===== src/rtl/mem_port_arbiter.sv =====
// Arbitrates the single-ported unified memory between instruction fetch (IF) and data (DM) requesters.
// Optional macro ARB_FAIR_EN: alternate grants under contention instead of fixed DM priority.
module mem_port_arbiter #(
  parameter int ADDR_W  = 32,
  parameter int DATA_W  = 32,
  parameter int MEM_LAT = 2
) (
  input  logic              clk,
  input  logic              nreset,
  input  logic              if_req,
  input  logic [ADDR_W-1:0] if_addr,
  output logic [DATA_W-1:0] if_rdata,
  output logic              if_ack,
  input  logic              dm_req,
  input  logic              dm_we,
  input  logic [ADDR_W-1:0] dm_addr,
  input  logic [DATA_W-1:0] dm_wdata,
  output logic [DATA_W-1:0] dm_rdata,
  output logic              dm_ack,
  output logic              mem_en,
  output logic              mem_we,
  output logic [ADDR_W-1:0] mem_addr,
  output logic [DATA_W-1:0] mem_wdata,
  input  logic [DATA_W-1:0] mem_rdata,
  output logic              stall_if,
  output logic              stall_mem
);

  typedef enum logic [1:0] {
    IDLE  = 2'd0,
    ISSUE = 2'd1,
    WAIT  = 2'd2,
    DONE  = 2'd3
  } state_t;

  state_t            state_reg;
  logic              owner_dm_reg;
  logic [3:0]        wait_cnt_reg;
  logic              mem_en_reg;
  logic              mem_we_reg;
  logic [ADDR_W-1:0] mem_addr_reg;
  logic [DATA_W-1:0] mem_wdata_reg;
  logic              if_ack_reg;
  logic              dm_ack_reg;
  logic [DATA_W-1:0] if_rdata_reg;
  logic [DATA_W-1:0] dm_rdata_reg;
  logic              grant_dm;

`ifdef ARB_FAIR_EN
  logic last_dm_reg;

  // Under contention the side that did not win last time gets the grant.
  always_comb begin
    grant_dm = dm_req & (~if_req | ~last_dm_reg);
  end
`else
  always_comb begin
    grant_dm = dm_req;
  end
`endif

  always_ff @(posedge clk) begin
    if (nreset) begin
      state_reg     <= IDLE;
      owner_dm_reg  <= 1'b0;
      wait_cnt_reg  <= 4'd0;
      mem_en_reg    <= 1'b0;
      mem_we_reg    <= 1'b0;
      mem_addr_reg  <= '0;
      mem_wdata_reg <= '0;
      if_ack_reg    <= 1'b0;
      dm_ack_reg    <= 1'b0;
      if_rdata_reg  <= '0;
      dm_rdata_reg  <= '0;
`ifdef ARB_FAIR_EN
      last_dm_reg   <= 1'b0;
`endif
    end else begin
      case (state_reg)
        IDLE: begin
          if (if_req || dm_req) begin
            state_reg    <= ISSUE;
            owner_dm_reg <= grant_dm;
            mem_en_reg   <= 1'b1;
            mem_we_reg   <= grant_dm & dm_we;
            mem_addr_reg <= grant_dm ? dm_addr : if_addr;
            if (grant_dm) begin
              mem_wdata_reg <= dm_wdata;
            end
`ifdef ARB_FAIR_EN
            last_dm_reg  <= grant_dm;
`endif
          end
        end
        ISSUE: begin
          mem_en_reg   <= 1'b0;
          wait_cnt_reg <= 4'(MEM_LAT - 1);
          state_reg    <= WAIT;
        end
        WAIT: begin
          if (wait_cnt_reg == 4'd0) begin
            state_reg <= DONE;
            if (owner_dm_reg) begin
              dm_ack_reg <= 1'b1;
              // Writes leave the previously returned read data in place.
              if (!mem_we_reg) begin
                dm_rdata_reg <= mem_rdata;
              end
            end else begin
              if_ack_reg   <= 1'b1;
              if_rdata_reg <= mem_rdata;
            end
          end else begin
            wait_cnt_reg <= wait_cnt_reg - 4'd1;
          end
        end
        DONE: begin
          // Requests are still held this cycle, so arbitration waits for IDLE.
          if_ack_reg <= 1'b0;
          dm_ack_reg <= 1'b0;
          state_reg  <= IDLE;
        end
        default: begin
          state_reg <= IDLE;
        end
      endcase
    end
  end

  assign mem_en    = mem_en_reg;
  assign mem_we    = mem_we_reg;
  assign mem_addr  = mem_addr_reg;
  assign mem_wdata = mem_wdata_reg;
  assign if_ack    = if_ack_reg;
  assign dm_ack    = dm_ack_reg;
  assign if_rdata  = if_rdata_reg;
  assign dm_rdata  = dm_rdata_reg;
  assign stall_if  = if_req & ~if_ack_reg;
  assign stall_mem = dm_req & ~dm_ack_reg;

endmodule


===== config.mk =====
export PLATFORM = sky130hd
export DESIGN_NAME = mem_port_arbiter
export DESIGN_NICKNAME = d
export VERILOG_FILES = /design/src/rtl/mem_port_arbiter.sv
export SDC_FILE = /design/constraint.sdc
export NUM_CORES = 1
export LEC_CHECK = 0
export CORE_MARGIN = 4
export CORE_UTILIZATION = 41
export CTS_CLUSTER_DIAMETER = 100
export DETAILED_ROUTE_END_ITERATION = 8
export PLACE_DENSITY = 0.83
export SLEW_MARGIN = 10
export SYNTH_ARGS = -nofsm -noshare
export SYNTH_HDL_FRONTEND = slang
export SYNTH_SLANG_ARGS = --single-unit

===== constraint.sdc =====
create_clock -name clk -period 2.2 [get_ports clk]
set_input_delay 0.33 -clock clk [delete_from_list [all_inputs] [get_ports clk]]
set_output_delay 0.33 -clock clk [all_outputs]
set_load 0.05 [all_outputs]

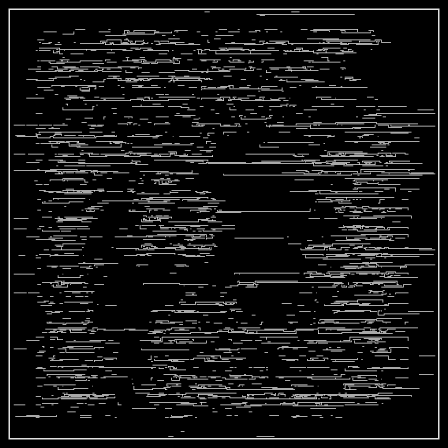
layer_met1.png
The layer holds 38% of the routed length. The longest straight run is 37.3 µm. 871 nets have wire on it.

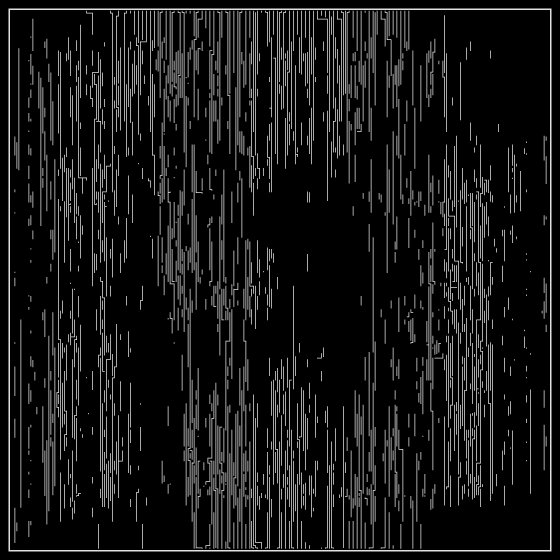
layer_met2.png
842 nets have wire on it. The layer carries 8400 µm of wire.

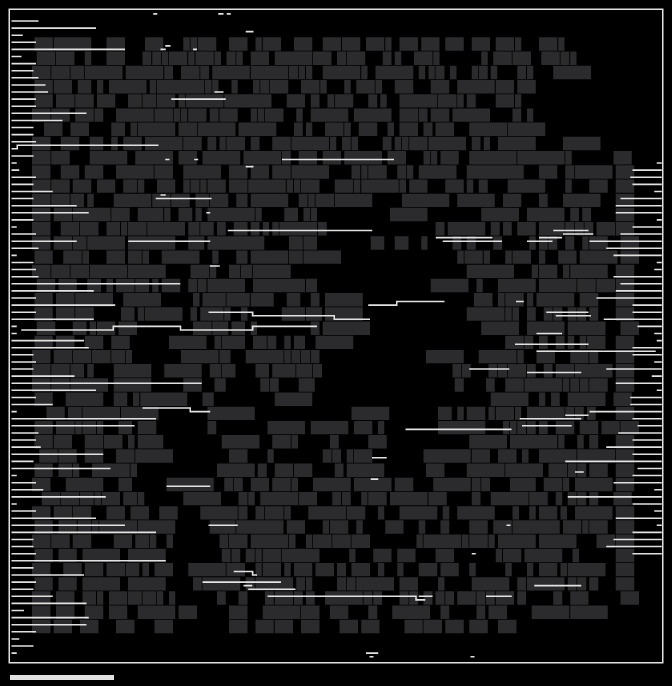
layer_met3.png
Scale bar: 20 µm.
171 nets have wire on it. The wires run mostly horizontal. The longest straight run is 36.1 µm. The layer carries 1610 µm of wire.
WL final: 17000 µm
met3 Resource Use GR: 8.06%
Via Count: 5395

==> results.toml <==
# flow metrics
[placement]
globalplace.congestion = 0.805
place_hpwl_um = 11900
place_ws_ns = 0.435

[pwr]
p_leak_nw = 3.53
comb_power_share_pct = 42.8
seqPwrFrac_pct = 30.8

[logic_synthesis]
avgSynthCellArea_um2 = 8.76
async_reset_ff_share_pct = 0
top_cell_area_share_pct = 49.7

[clock_network]
clockBufferDepth = 2
numCtsBuffers = 17
root_buffer = "clkbuf_16"
post_cts_resized = 0
htree_levels = 4

[worst_setup_path]
critPathMaxFanout = 4

[final_layout]
utilization_pct = 67.3

[final_timing]
finalWorstSetupSlack_ns = 0.208
period_minus_slack_ns = 1.99

[drt]
drc = 0
viasPerCell = 5.06

[status]
status = "finished, final reports clean"

[min_path]
hold_class = "input port to register"

[global_routing]
grt_max_degree = 105
==> cells by family (layout without fill, tap and decap cells) <==
| family | after synthesis | after routing | share of synthesized area, % |
|---|---|---|---|
| flops | 139 | 139 | 49.7 |
| fa+ha+maj | 5 | 5 | 1.12 |
| mux | 65 | 65 | 11.6 |
| buf+inv | 63 | 315 | 5.61 |
| compound gates | 149 | 149 | 15.3 |
| simple gates | 218 | 218 | 16.7 |
==> cell usage after synthesis, drive strengths merged, types with 2 or more instances <==
cell type	instances
a211oi	33
a21oi	70
a31oi	2
buf	29
clkbuf	28
dfxtp	139
ha	5
inv	6
mux2i	65
nand2	132
nand2b	2
nand3	33
nor2	37
nor2b	3
o211ai	2
o21a	2
o21ai	37
or3	3
==> metal layers <==
layer | vias to the layer above | routed length [µm]
met1 | 2452 | 6470
met2 | 239 | 8400
li1 | 2669 | -
met4 | 0 | 501
met3 | 35 | 1610
met5 | - | 0
==> cell type report <==
type | instances | area, µm²
Clock inverter | 7 | 87.6
Multi-Input combinational cell | 437 | 2500
Sequential cell | 139 | 2780
Tap cell | 176 | 220
Timing Repair Buffer | 278 | 2830
Clock buffer | 24 | 502
Fill cell | 1079 | 4350
Inverter | 6 | 22.5
==> final timing paths <==
kind / startpoint / endpoint / slack [ns] / cells past startpoint
worst max-delay path: if_ack / if_ack / 0.21 / 1
worst min-delay path: dm_req / mem_en / 0.39 / 4
worst max register to register: wait_cnt_reg[0] / dm_rdata[27] / 0.44 / 6
worst min register to register: mem_wdata[10] / mem_wdata[10] / 0.45 / 2
==> through the flow <==
step	area [µm²]	total power [mW]
floorplan	5600	6.34
global placement	8360	7.88
detailed placement	8360	7.95
CTS	8950	10.8
global route	8950	11.2
finish	8950	10.7
Power is estimated from default activity; no workload was simulated.
